**src/rtl/add_result_accum.sv**
```systemverilog
// add_result_accum: accumulates BURST adder results (sum + carry-out) into a
// WIDTH-bit running total, counts carry events (saturating) and keeps a
// sticky carry flag, then presents the burst result on a valid/ready output.
// Optional build macro: ACC_SATURATE_EN - the accumulator clamps to all ones
// on overflow instead of wrapping.
module add_result_accum #(
    parameter int WIDTH = 64,
    parameter int BURST = 4,
    parameter int CNT_W = 8
) (
    input  logic             clk,
    input  logic             rst,
    input  logic             clear,
    input  logic             in_valid,
    output logic             in_ready,
    input  logic [WIDTH-1:0] in_sum,
    input  logic             in_ca,
    output logic             out_valid,
    input  logic             out_ready,
    output logic [WIDTH-1:0] out_acc,
    output logic [CNT_W-1:0] out_carry_cnt,
    output logic             out_sticky
);

    typedef enum logic {
        ACCUM = 1'b0,
        HOLD  = 1'b1
    } state_t;

    localparam logic [7:0]       LAST_BEAT = 8'(BURST - 1);
    localparam logic [CNT_W-1:0] CNT_MAX   = '1;

    state_t           state, state_nxt;
    logic [WIDTH-1:0] acc, acc_nxt;
    logic [CNT_W-1:0] carry_cnt, carry_cnt_nxt;
    logic             sticky, sticky_nxt;
    logic [7:0]       beat_cnt, beat_cnt_nxt;

    logic [WIDTH:0]   sum_ext;
    logic             ovf;
    logic [1:0]       events;
    logic [CNT_W:0]   cnt_sum;
    logic [WIDTH-1:0] acc_add;
    logic [CNT_W-1:0] cnt_add;
    logic             beat_fire;

    // Per-beat arithmetic: widened add, carry-event count, saturating counter
    always_comb begin
        sum_ext = {1'b0, acc} + {1'b0, in_sum};
        ovf     = sum_ext[WIDTH];
        events  = {1'b0, ovf} + {1'b0, in_ca};
        cnt_sum = {1'b0, carry_cnt} + (CNT_W + 1)'(events);
        cnt_add = cnt_sum[CNT_W] ? CNT_MAX : cnt_sum[CNT_W-1:0];
`ifdef ACC_SATURATE_EN
        // Once clamped, any further nonzero add overflows again, so the
        // accumulator stays all ones for the remainder of the burst.
        acc_add = ovf ? '1 : sum_ext[WIDTH-1:0];
`else
        acc_add = sum_ext[WIDTH-1:0];
`endif
    end

    // Handshake outputs and next-state / next-datapath selection
    always_comb begin
        in_ready      = (state == ACCUM) && !clear && !rst;
        out_valid     = (state == HOLD);
        beat_fire     = in_valid && in_ready;
        state_nxt     = state;
        acc_nxt       = acc;
        carry_cnt_nxt = carry_cnt;
        sticky_nxt    = sticky;
        beat_cnt_nxt  = beat_cnt;
        if (clear) begin
            state_nxt     = ACCUM;
            acc_nxt       = '0;
            carry_cnt_nxt = '0;
            sticky_nxt    = 1'b0;
            beat_cnt_nxt  = '0;
        end else begin
            case (state)
                ACCUM: begin
                    if (beat_fire) begin
                        acc_nxt       = acc_add;
                        carry_cnt_nxt = cnt_add;
                        sticky_nxt    = sticky | (events != 2'd0);
                        beat_cnt_nxt  = beat_cnt + 8'd1;
                        if (beat_cnt == LAST_BEAT) begin
                            state_nxt = HOLD;
                        end
                    end
                end
                HOLD: begin
                    if (out_ready) begin
                        state_nxt     = ACCUM;
                        acc_nxt       = '0;
                        carry_cnt_nxt = '0;
                        sticky_nxt    = 1'b0;
                        beat_cnt_nxt  = '0;
                    end
                end
                default: state_nxt = ACCUM;
            endcase
        end
    end

    // State and accumulation registers
    always_ff @(posedge clk or posedge rst) begin
        if (rst) begin
            state     <= ACCUM;
            acc       <= '0;
            carry_cnt <= '0;
            sticky    <= 1'b0;
            beat_cnt  <= '0;
        end else begin
            state     <= state_nxt;
            acc       <= acc_nxt;
            carry_cnt <= carry_cnt_nxt;
            sticky    <= sticky_nxt;
            beat_cnt  <= beat_cnt_nxt;
        end
    end

    // Running totals are exposed directly; stable in HOLD since nothing updates
    always_comb begin
        out_acc       = acc;
        out_carry_cnt = carry_cnt;
        out_sticky    = sticky;
    end

endmodule

```
**config.mk**
```make
export PLATFORM = sky130hd
export DESIGN_NAME = add_result_accum
export DESIGN_NICKNAME = d
export VERILOG_FILES = /design/src/rtl/add_result_accum.sv
export SDC_FILE = /design/constraint.sdc
export NUM_CORES = 1
export LEC_CHECK = 0
export CAP_MARGIN = 20
export CORE_ASPECT_RATIO = 1.4
export CORE_MARGIN = 2
export CORE_UTILIZATION = 57
export CTS_CLUSTER_SIZE = 10
export DETAILED_ROUTE_END_ITERATION = 10
export HOLD_SLACK_MARGIN = 0.03
export PLACE_DENSITY = 0.88
export SLEW_MARGIN = 20
export SYNTH_ARGS = -nofsm -noshare
export SYNTH_HDL_FRONTEND = slang
export SYNTH_SLANG_ARGS = --single-unit
export TNS_END_PERCENT = 100
```
**constraint.sdc**
```tcl
create_clock -name clk -period 10.4 [get_ports clk]
set_input_delay 2.6 -clock clk [delete_from_list [all_inputs] [get_ports clk]]
set_output_delay 2.6 -clock clk [all_outputs]
set_load 0.05 [all_outputs]
```
Run 1, routed metal, one color a layer:
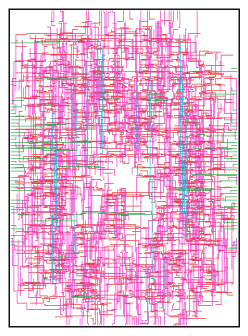
[green] met3 | wire length: 1020 µm
[magenta] met2 | wire length: 9940 µm
[red] met1 | wire length: 7620 µm
[cyan] met4 | wire length: 847 µm
Post-Route WL: 19400 µm
global routing usage summed across all routing layers: 0.301
average wire length per cell after detail routing: 17.5 µm

Run 1, placed standard cells:
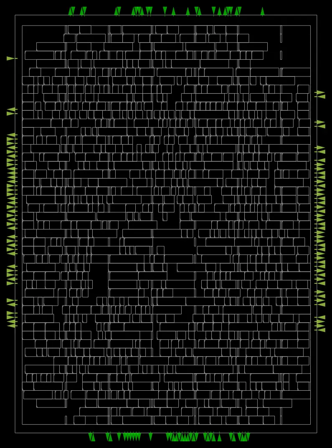
number of standard-cell rows in the floorplan: 47
tapcells inserted: 147

==> run summary, run 1 <==
Notes from the flow run.

Worst setup path:
- The OpenROAD report gives the critical path a required time of 10.68 ns.
- The largest single stage delay on the critical path is 0.46 ns.
- The run puts the data arrival time at the worst-slack endpoint at 7.62 ns.
- The run gives the cell at the slowest stage of the critical path as clkdlybuf4s50_1.
- In this run the worst setup path terminates at out_carry_cnt[3].
- The worst setup path is captured at a register.

Clocking:
- The root buffer cell chosen for the clock tree is clkbuf_16.
- The run gives the clock latency at the later pin of the worst-skew pair as 0.35 ns.
- The run gives the clock tree from TritonCTS as done.
- The run puts the hold buffer count at cts at 0.

Logic synthesis:
- The run gives the total cells reported by yosys after synthesis as 842.
- After synthesis the cells add up to 6870 µm².

Pwr:
- Per the summary, power density relative to cell area is 138 nW/µm².
- The run gives the total leakage power as 3.94 nW.
- The net switching power in the latest report is 0.462 mW.

Placement:
- The run puts the cell count after placement at 1096.
- OpenSTA, run right after detailed placement, puts the worst setup slack at 2.75 ns.
- The final weighted congestion recorded by global placement is 0.978.

Timing:
- On the final layout, the worst clock skew is 0.00745 ns.
- The run gives the final hold violation count as 0.
- Adding up every negative setup slack in the final design gives 0 ns.
- Setup repair after global routing left no endpoint under its margin.

Global routing:
- For met2 alone, demand over resource in global routing was 0.547.
- The run gives the maximum number of pins on one net before global-route repair as 112.
- The run puts the initial antenna violation count at 0.
- In the global route stage, met3 resource usage came out at 0.0479.

Drt:
- The run puts the total number of vias at 6725.
- The run puts the number of detailed-route iterations in the first pass at 6.

Cells and area:
- The layout report gives the multi-input gate share of total cell area as 0.526.
- The run puts the multi-input combinational cell count at 693.
- The run puts the number of non-clock buffers in the layout at 148.
- The run gives the cell type taking the most area as combinational gates.
- Per the final layout report, the fraction of cells sized above drive strength 1 comes to 0.0415.
- Registers take 2050 µm².

Min path:
- The run gives the class of the most critical hold timing path as register to register.

Outcome:
- The flow ran to the end, and the final reports show no timing, DRC or antenna violations.
Run 1, I/O pins on the die edge:
Pins as bars across the die edge, other pins in gray.
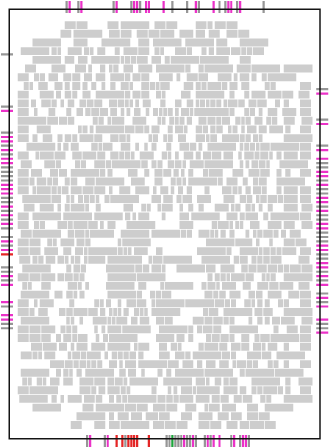
[green] `in_valid` | pins: 1 | direction: input | edge: bottom
[red] `out_carry_cnt` | pins: 8 | direction: output | edge: 7 bottom, 1 left
[magenta] `in_sum` | pins: 64 | direction: input | edge: 22 right, 19 left, 13 top, 10 bottom
total of buffers placed on input and output ports: 144
die height: 134 µm
width of the die: 96.8 µm

[run 1: logic make-up (layout without fill, tap and decap cells)]
family,Yosys count,in the layout,synth area share
AND-OR/OR-AND,296,296,0.270
XOR/XNOR,68,68,0.0867
adder cells (fa/ha/maj),71,71,0.131
buffers and inverters,67,190,0.0368
flip-flops,82,82,0.299
multiplexers,1,1,0.00146
AND/OR/NAND/NOR,257,257,0.175
[run 1: registers in the layout, summed over array words and instances, names as in the netlist]
| register | count |
|---|---|
| out_acc | 64 |
| out_sticky | 1 |
| out_valid | 1 |
| beat_cnt | 8 |
| out_carry_cnt | 8 |
[run 1: per-layer routing]
layer / vias up / wire [µm]
li1: 3309 / -
met5: - / 0
met2: 234 / 9940
met3: 65 / 1020
met1: 3117 / 7620
met4: 0 / 846
[run 1: worst min path at each step]
| stage | from | slack, ns | endpoint | cells after the start |
|---|---|---|---|---|
| 3_3_place_gp | out_sticky | 0.48 | out_sticky | 2 |
| 3_5_place_dp | out_acc[39] | 0.51 | out_acc[39] | 2 |
| 4_1_cts | out_sticky | 0.52 | out_sticky | 2 |
| 6_report | out_acc[61] | 0.52 | out_acc[61] | 2 |
| 5_1_grt | out_sticky | 0.54 | out_sticky | 2 |
| 2_1_floorplan | beat_cnt[7] | 0.51 | beat_cnt[7] | 2 |
[run 1: power by group through the flow]
stage | Sequential [mW] | Combinational (mW) | Clock [mW]
after floorplan | 0.449 | 0.259 | 0
after global placement | 0.369 | 0.477 | 0
after CTS | 0.364 | 0.486 | 0.353
after detailed placement | 0.370 | 0.482 | 0
after global routing | 0.368 | 0.527 | 0.368
final | 0.365 | 0.488 | 0.348
[run 1: tightest hold or removal path, delay by kind of cell, from the launching register on]
family,cells,cell delay (ns)
AND/OR/NAND/NOR,1,0.05
flip-flops,1,0.36
AND-OR/OR-AND,1,0.06
==> run 2, diff against run 1 <==
CORE_UTILIZATION = 48   (was 57)
PLACE_DENSITY = 0.79   (was 0.88)
clock period = 6.6 ns   (was 10.4 ns; I/O delays follow)
Run 2, cells colored by class:
Fill, decap, tap and diode cells in gray.
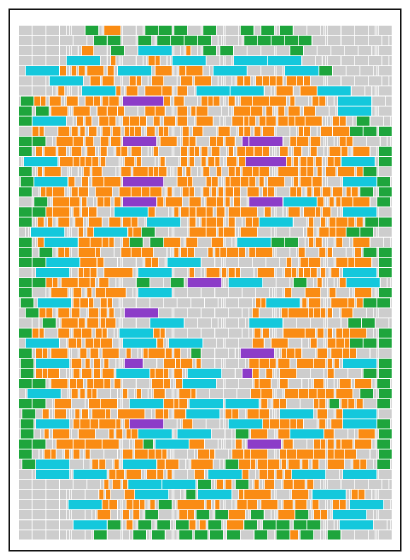
[green] other buffers and delay cells | cells: 148
[orange] all other logic | cells: 719
[purple] clock drivers and dummy loads | cells: 15
[cyan] flops | cells: 82
utilization after layout: 0.630
placeable core region: 14000 µm²
number of standard-cell rows in the floorplan: 51

==> run summary, run 2 <==
Notes from the flow run.

Clocking:
- TritonCTS built the clock tree.
- The run puts the clock latency at the later pin of the worst-skew pair at 0.35 ns (about the same).
- The run gives the clock slew seen by the registers of the worst setup and hold paths as 0.06 ns.

Worst setup path:
- The run gives the type of element launching the critical path as an input pin.
- The run gives the data arrival time at the worst-slack endpoint as 6.48 ns (-1.14 ns).
- The run puts the cell count of the worst reg-to-reg path at 22.
- The delay of the slowest cell on the worst path came to 0.46 ns (about the same).
- Looking at the critical path, the single cell with the biggest stage delay is clkdlybuf4s50_1.
- STA classifies the critical path endpoint as a register.
- The required time at the endpoint of the critical path was 6.87 ns (-3.81 ns).

Global routing:
- The run gives the maximum number of pins on one net before global-route repair as 112 (unchanged).
- The overall global routing resource usage is 0.259 (-0.0416).
- The met3 demand-to-capacity share in global routing is 0.0479 (about the same).
- The run puts the met2 track utilization from global routing at 0.474 (-0.0730).
- The run puts the initial antenna violation count at 0 (unchanged).

Pwr:
- The run puts the worst-case vdd ir drop at 0.112 mV.
- The total leakage power was 3.95 nW (+0.24%).
- The total power density per cell area came to 220 nW/µm² (+59%).

Placement:
- The run puts the minimum setup slack after placement at 0.00891 ns (-2.74 ns).
- The cell count after placement is 1134 (+3.5%).
- The placer's final routability congestion estimate came to 0.955 (-2.3%).
- The total of buffers placed on input and output ports is 144 (unchanged).

Drt:
- The total number of vias came to 6640 (-1.3%).
- The run puts the met2 wire length at 10000 µm (+0.57%).
- The met1 wire length is 7990 µm (+4.9%).
- The run puts the number of detailed-route iterations in the first pass at 5 (-1).
- The run gives the post-detailed-route wirelength per cell as 16.9 µm (-3.2%).
- Once detail routing completed, the nets flagged for antenna violations numbered 0.
- The total met3 wirelength after detailed routing was 999 µm (-2.4%).
- For this block, the initial DRC count from the detailed router was 340.
- The highest metal layer carrying signal wires in the routed design is met4.
- The routed wire length came to 19400 µm (about the same).

Timing:
- The run gives the final setup skew as 0.00725 ns (-0.000199 ns).
- The worst path in the final design needs a cycle of 6.20 ns, including I/O delays and setup.
- The run puts the setup TNS at 0 ns (unchanged).
- Setup repair after global routing left no endpoint under its margin.
- The run gives the relative slew slack as 0.503.
- The run gives the final hold violation count as 0 (unchanged).

Logic synthesis:
- Counting every instance in the synthesized netlist gives 842.
- Among all cell types in the netlist, the one instantiated most often is a21oi_1.
- The run gives the cell area after technology mapping as 6870 µm² (unchanged).
- Per Yosys stat, the portion of area used by sequential elements is 0.299.
- The run puts the total cells reported by yosys after synthesis at 842 (unchanged).

Min path:
- The run gives the class of the most critical hold timing path as register to register.
- For the worst min-delay path, the startpoint reported by OpenROAD is out_acc[41].
- The endpoint of the worst hold path is reported as out_acc[41].
- The run gives the number of cells on the worst hold path as 2 (unchanged).

Cells and area:
- The flip-flop count of the largest register after layout came to 64 (unchanged).
- The run gives the register cell area after layout as 2050 µm² (unchanged).
- The run gives the fraction of final layout cells with drive strength greater than 1 as 0.0415 (+0.0000430).

Floorplan:
- The run puts the width of the chip at 105 µm (+8.6%).
- The run gives the die span in y as 146 µm (+8.7%).

Outcome:
- The flow ran to the end, and the final reports show no timing, DRC or antenna violations.
Run 2, routed clock nets over the placement:
Bar = 20 µm.
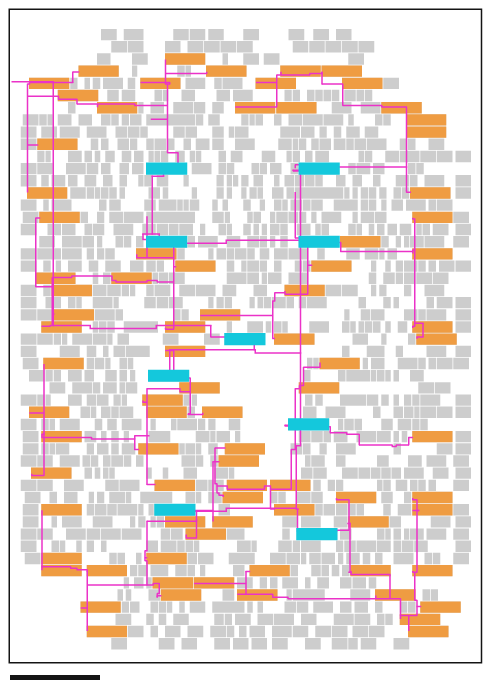
[cyan] cells driving clock nets | count: 9
[magenta] clock wires | length: 1250 µm
[orange] flip-flops | count: 82
routed clock nets: 10
flops lie: all over the die
clock group share of total power: 0.304
Clk. pwr: 0.589 mW

==> run 2: cell types whose count changed in the layout (fill, tap and decap cells not counted), sizes merged <==
cell,before,now
clkbuf,9,10
clkinvlp,2,1
bufinv,2,3
clkinv,4,2
==> run 2: cell families (layout without fill, tap and decap cells) <==
logic type / after synthesis / count (layout) / share of synthesized area
compound gates: 296 / 296 / 0.270
xor+xnor: 68 / 68 / 0.0867
fa+ha+maj: 71 / 71 / 0.131
buf+inv: 67 / 189 / 0.0368
flops: 82 / 82 / 0.299
mux: 1 / 1 / 0.00146
simple gates: 257 / 257 / 0.175
==> run 2: power breakdown <==
group / internal [mW] / switching (mW) / total, mW
clock: 0.377 / 0.212 / 0.589
combinational: 0.295 / 0.476 / 0.771
sequential: 0.540 / 0.0347 / 0.575
==> run 2: repair_timing <==
action / in CTS / in global routing
setup endpoints to repair: 0 / 1
endpoints found under the hold margin: 0 / 0
resized: 0 / 1
hold buffers: 0 / 0
buffers inserted: 0 / 0
==> run 2: how the worst max path moves through the flow <==
stage                    start          endpoint  cells past startpoint
floorplan           in_sum[15]  out_carry_cnt[3]                     20
global placement     in_sum[0]  out_carry_cnt[3]                     23
detailed placement   in_sum[0]  out_carry_cnt[5]                     22
CTS                  in_sum[0]  out_carry_cnt[5]                     22
global route         in_sum[0]  out_carry_cnt[3]                     23
finish               in_sum[0]  out_carry_cnt[3]                     23
==> run 2: layout make-up <==
cell class,instances,area share
Clock buffer,10,0.0271
Clock inverter,5,0.0117
Inverter,26,0.0112
Multi-Input combinational cell,693,0.523
Timing Repair Buffer,148,0.167
Tap cell,185,0.0263
Sequential cell,82,0.233
==> run 2: worst min-delay path, cell delays in order, from the launching register on <==
cell and delay, ns:
dfrtp_1 0.37, nand2_1 0.05, o21ai_1 0.06
Power is estimated from default activity; no workload was simulated.
